<file path="src/rtl/delay_tap_pkg.sv">
// Shared constants and elaboration-time helpers for the delay tap generator.
// Sequence length and counter width are derived here so every user agrees on them.
package delay_tap_pkg;

    localparam int RETRIG_IGNORE  = 0;
    localparam int RETRIG_RESTART = 1;

    // Count value at which a sequence completes; the last tap is high again by then.
    function automatic int seq_last(input int ntaps, input int step, input int pw);
        return step * ntaps + pw;
    endfunction

    function automatic int cnt_width(input int ntaps, input int step, input int pw);
        return $clog2(seq_last(ntaps, step, pw) + 1);
    endfunction

    function automatic bit params_ok(input int ntaps, input int step, input int pw,
                                     input int sync_stages, input int retrig);
        return (ntaps >= 1) && (ntaps <= 16) && (step >= 1) && (pw >= 1) &&
               (sync_stages >= 0) && (sync_stages <= 3) &&
               ((retrig == RETRIG_IGNORE) || (retrig == RETRIG_RESTART));
    endfunction

endpackage

</file>
<file path="src/rtl/edge_sync.sv">
// Optional synchroniser chain followed by a rising-edge detector on one input.
// The rise output is combinational from the last stage and its history flop.
module edge_sync #(
    parameter int SYNC_STAGES = 0
) (
    input  logic clk,
    input  logic reset_n,
    input  logic d_i,
    output logic rise_o
);

    logic s;
    logic hist_q;

    if (SYNC_STAGES == 0) begin : g_nosync
        assign s = d_i;
    end else begin : g_sync
        logic [SYNC_STAGES-1:0] sync_q;

        // NOTE: sync and history flops reset to 1 so a trigger already high at
        // reset release is never seen as a rising edge.
        always_ff @(posedge clk or negedge reset_n) begin
            if (!reset_n) begin
                sync_q <= '1;
            end else begin
                sync_q[0] <= d_i;
                for (int i = 1; i < SYNC_STAGES; i++) begin
                    sync_q[i] <= sync_q[i-1];
                end
            end
        end

        assign s = sync_q[SYNC_STAGES-1];
    end

    always_ff @(posedge clk or negedge reset_n) begin
        if (!reset_n) begin
            hist_q <= 1'b1;
        end else begin
            hist_q <= s;
        end
    end

    assign rise_o = s & ~hist_q;

endmodule

</file>
<file path="src/rtl/delay_tap_gen.sv">
// Trigger-launched chain of active-low tap pulses at fixed spacing and width,
// with retrigger policy, enable gating and busy/done/missed status.
module delay_tap_gen
    import delay_tap_pkg::*;
#(
    parameter int NTAPS       = 5,
    parameter int STEP        = 2,
    parameter int PW          = 2,
    parameter int SYNC_STAGES = 0,
    parameter int RETRIG      = RETRIG_IGNORE
) (
    input  logic             clk,
    input  logic             reset_n,
    input  logic             trig,
    input  logic             enable,
    output logic [NTAPS-1:0] tap_n,
    output logic             busy,
    output logic             done,
    output logic             missed
);

    localparam int            LAST   = seq_last(NTAPS, STEP, PW);
    localparam int            CW     = cnt_width(NTAPS, STEP, PW);
    localparam logic [CW-1:0] LAST_C = CW'(LAST);

    if (!params_ok(NTAPS, STEP, PW, SYNC_STAGES, RETRIG)) begin : g_bad_params
        $error("delay_tap_gen: parameter out of range");
    end

    logic             rise;
    logic [CW-1:0]    cnt_q, cnt_d;
    logic             busy_q, busy_d;
    logic             done_q, done_d;
    logic             missed_q, missed_d;
    logic [NTAPS-1:0] tap_q, tap_d;
    logic             at_last, accept, start;

    edge_sync #(
        .SYNC_STAGES (SYNC_STAGES)
    ) u_edge_sync (
        .clk     (clk),
        .reset_n (reset_n),
        .d_i     (trig),
        .rise_o  (rise)
    );

    // An edge on the completing cycle is always taken; otherwise the policy decides.
    always_comb begin
        at_last = busy_q && (cnt_q == LAST_C);
        accept  = rise && enable;
        start   = accept && (!busy_q || at_last || (RETRIG == RETRIG_RESTART));
    end

    // NOTE: every output of this block gets a default first, so no path leaves
    // a variable unassigned and no latch is inferred.
    always_comb begin
        cnt_d    = cnt_q;
        busy_d   = busy_q;
        done_d   = 1'b0;
        missed_d = accept && !start;
        tap_d    = '1;

        if (start) begin
            cnt_d  = CW'(1);
            busy_d = 1'b1;
            done_d = at_last;
        end else if (at_last) begin
            cnt_d  = '0;
            busy_d = 1'b0;
            done_d = 1'b1;
        end else if (busy_q) begin
            cnt_d = cnt_q + CW'(1);
        end

        // Tap k is low for the PW counts starting at STEP*(k+1); a restart forces all high.
        if (!start) begin
            for (int k = 0; k < NTAPS; k++) begin
                if (busy_q && (int'(cnt_q) >= STEP * (k + 1)) &&
                    (int'(cnt_q) < STEP * (k + 1) + PW)) begin
                    tap_d[k] = 1'b0;
                end
            end
        end
    end

    // NOTE: state flops use non-blocking assignments so all of them update from
    // the same pre-edge values regardless of statement order.
    always_ff @(posedge clk or negedge reset_n) begin
        if (!reset_n) begin
            cnt_q    <= '0;
            busy_q   <= 1'b0;
            done_q   <= 1'b0;
            missed_q <= 1'b0;
            tap_q    <= '1;
        end else begin
            cnt_q    <= cnt_d;
            busy_q   <= busy_d;
            done_q   <= done_d;
            missed_q <= missed_d;
            tap_q    <= tap_d;
        end
    end

    assign tap_n  = tap_q;
    assign busy   = busy_q;
    assign done   = done_q;
    assign missed = missed_q;

    a_done_missed_excl : assert property (@(posedge clk) disable iff (!reset_n)
        !(done_q && missed_q));

    a_tap_needs_busy : assert property (@(posedge clk) disable iff (!reset_n)
        (tap_q != '1) |-> busy_q);

endmodule

</file>
<file path="config.mk">
export PLATFORM = sky130hd
export DESIGN_NAME = delay_tap_gen
export DESIGN_NICKNAME = d
export VERILOG_FILES = /design/src/rtl/delay_tap_pkg.sv /design/src/rtl/edge_sync.sv /design/src/rtl/delay_tap_gen.sv
export SDC_FILE = /design/constraint.sdc
export NUM_CORES = 1
export LEC_CHECK = 0
export ABC_AREA = 1
export CAP_MARGIN = 10
export CORE_AREA = 2 2 39 41
export DETAILED_ROUTE_END_ITERATION = 10
export DIE_AREA = 0 0 41 43
export HOLD_SLACK_MARGIN = 0.06
export PLACE_DENSITY = 0.69
export SETUP_SLACK_MARGIN = 0.15
export SYNTH_ARGS = -nofsm -noshare
export SYNTH_HDL_FRONTEND = slang
export SYNTH_HIERARCHICAL = 1
export SYNTH_SLANG_ARGS = --single-unit
</file>
<file path="constraint.sdc">
create_clock -name clk -period 2.05 [get_ports clk]
set_clock_uncertainty 0.05 [all_clocks]
set_input_delay 0.3075 -clock clk [delete_from_list [all_inputs] [get_ports clk]]
set_output_delay 0.3075 -clock clk [all_outputs]
set_load 0.005 [all_outputs]
</file>
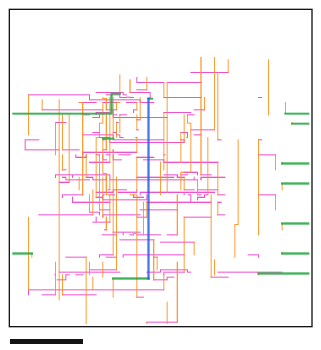
Figure 1: routed metal, one color a layer.
Scale bar: 10 µm.
layer	color	wire length
met1	magenta	410 µm
met2	orange	447 µm
met3	green	52.5 µm
met4	blue	24.5 µm
overall routed net length: 933 µm
via count: 431
detailed-route wire length per cell: 10.3 µm

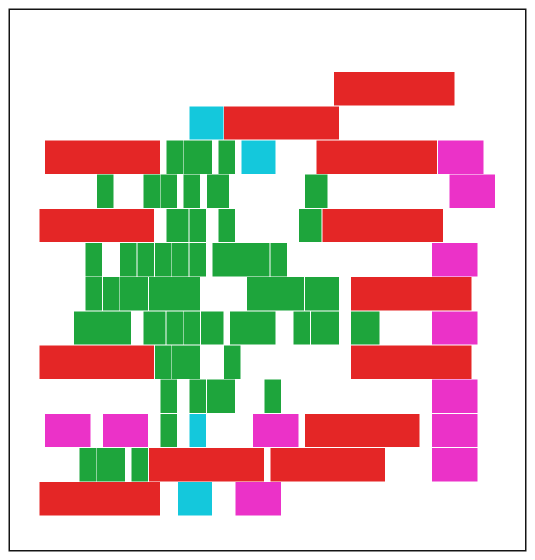
Figure 2: cells colored by class.
class	color	cells	share of their area
all other logic	green	47	34%
flops	red	13	47%
clock drivers and dummy loads	cyan	4	3.7%
other buffers and delay cells	magenta	11	15%
final design area excluding fillers: 734 µm²
fin util: 53.1%

==> summary.txt <==
Flow results are below.

- OpenSTA, run right after detailed placement, puts the worst setup slack at between 0.5 and 0.6 ns.
- The number of signal-net inverters in the final layout is 10, for reference.
- The stage delay of the slowest cell on the critical path is around 0.52 ns, for reference.
- The number of nets in the layout is slightly above 80, for reference.
- STA classifies the critical path startpoint as a flip-flop.
- The xor and xnor area share after synthesis is 0%, for reference.
- The simple-gate portion of the synthesized area is about 28%, for reference.
- There are 13 flip-flops and latches.
- The horizontal extent of the die is around 41 µm, for reference.
- The data required time at the worst endpoint is roughly 1.7 ns, for reference.
- The beginning of the worst register-to-register path is cnt_q[1], for reference.
- The number of cell instances on the worst register-to-register path is 7, for reference.
- The fraction of power spent switching nets is a little under two fifths, for reference.
- The synthesis report lists the most area-consuming cells as sky130_fd_sc_hd__dfrtp_1, sky130_fd_sc_hd__dfstp_2, sky130_fd_sc_hd__nand2_1.
- Counting along the longest clock path gives a buffer depth of 2.
- The family with the most delay on the worst path is flip-flops, for reference.
- Sequential cells account for between 40% and 50% of the total power.
- The number of sinks on the clock net is 13, for reference.
- The main logic family after synthesis is simple AND/OR/NAND/NOR gates, for reference.
- Counting flops with an async set or reset pin after synthesis yields a share of 100%.
- The via count of the first global-routing pass was 417.
- The number of slew-limit violations in the final report is 0, for reference.
- Per the skew report, the later register of the worst-skew pair sees a clock latency of ~0.27 ns.
- The dominant cell type by area after synthesis is sky130_fd_sc_hd__dfrtp_1, for reference.
- The well-tap cell count is 16, for reference.
- Ranked by total area, the top cell class in this layout is sequential cells.
- The wire length of the first global-routing pass is approximately 1700 µm, for reference.
- The most common cell in the synthesized netlist is sky130_fd_sc_hd__nand2_1.
- Leaving out the clock tree, the finished layout contains a buffer count of 11.
- The routed design uses approximately 450 µm of met2 wire.
- The portion of synthesized area spent on multiplexers is 0%.
- The commonest cells after synthesis are sky130_fd_sc_hd__nand2_1, sky130_fd_sc_hd__inv_1, sky130_fd_sc_hd__dfrtp_1.
- The flow ran to the end, and the final reports show no timing, DRC or antenna violations.
- The leading register cell type out of synthesis is sky130_fd_sc_hd__dfrtp_1, for reference.
- The and-or/or-and share of the synthesized area is about 1.3%, for reference.
- In this run the cell area measured after placement is 708 µm².
- The top cell type's share of synthesized area is a little under a third, for reference.
- The wire length on met1 is between 400 and 500 µm, for reference.
- The post-CTS hold buffer count recorded in the log is 0.
- Yosys printed 6 warnings.
- The repair_antennas step left the layout with diodes totalling 0.
- The number of distinct standard cells referenced by the synthesized netlist is 14, for reference.
- The number of CTS-inserted buffers is 3, for reference.
- The design internal power is 0.000629 W, for reference.
- Fill cells in the final layout number 143.
- The register with the most flip-flops in the layout has 5 of them.
- Subtracting the final worst setup slack from the clock period gives around 1.6 ns.
- After synthesis, the design contains ~60 cells according to Yosys.
- The final RePlAce weighted congestion is 0.740, for reference.
- The average cell area after synthesis is between 9 and 10 µm², for reference.
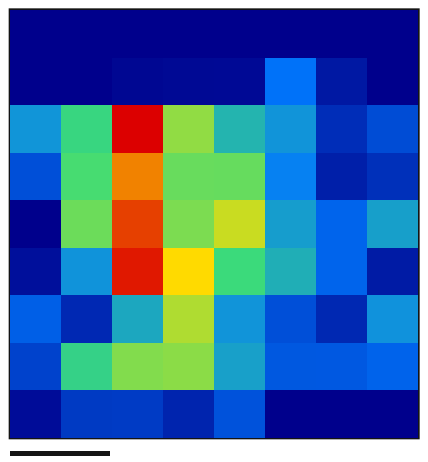
Figure 3: signal metal coverage by tile.
Scale bar: 10 µm. The die is cut into 8 by 9 equal tiles; dark blue is low, red is high, scaled to the fullest tile. Values are wire area over tile area, all layers added.
fullest tile	0.32
nearly empty tiles	25%
densest ninth of the die	middle
emptiest ninth of the die	top right
tiles over half the peak	21%
GRT Util Overall: 14.6%

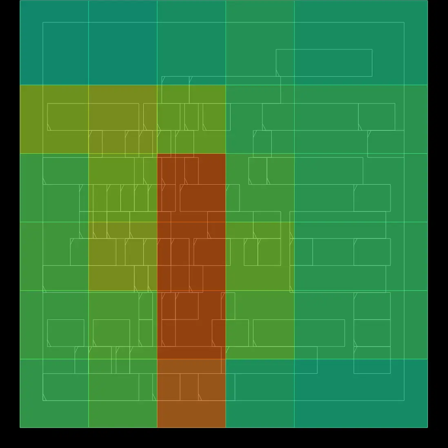
Figure 4: routing congestion.
met2 demand-to-capacity share in global routing: 21.6%
GR Layer Usage met1: 18.9%
GRT met3 Usage: 3.14%
layer with the highest usage: met2

Power is estimated from default activity; no workload was simulated.
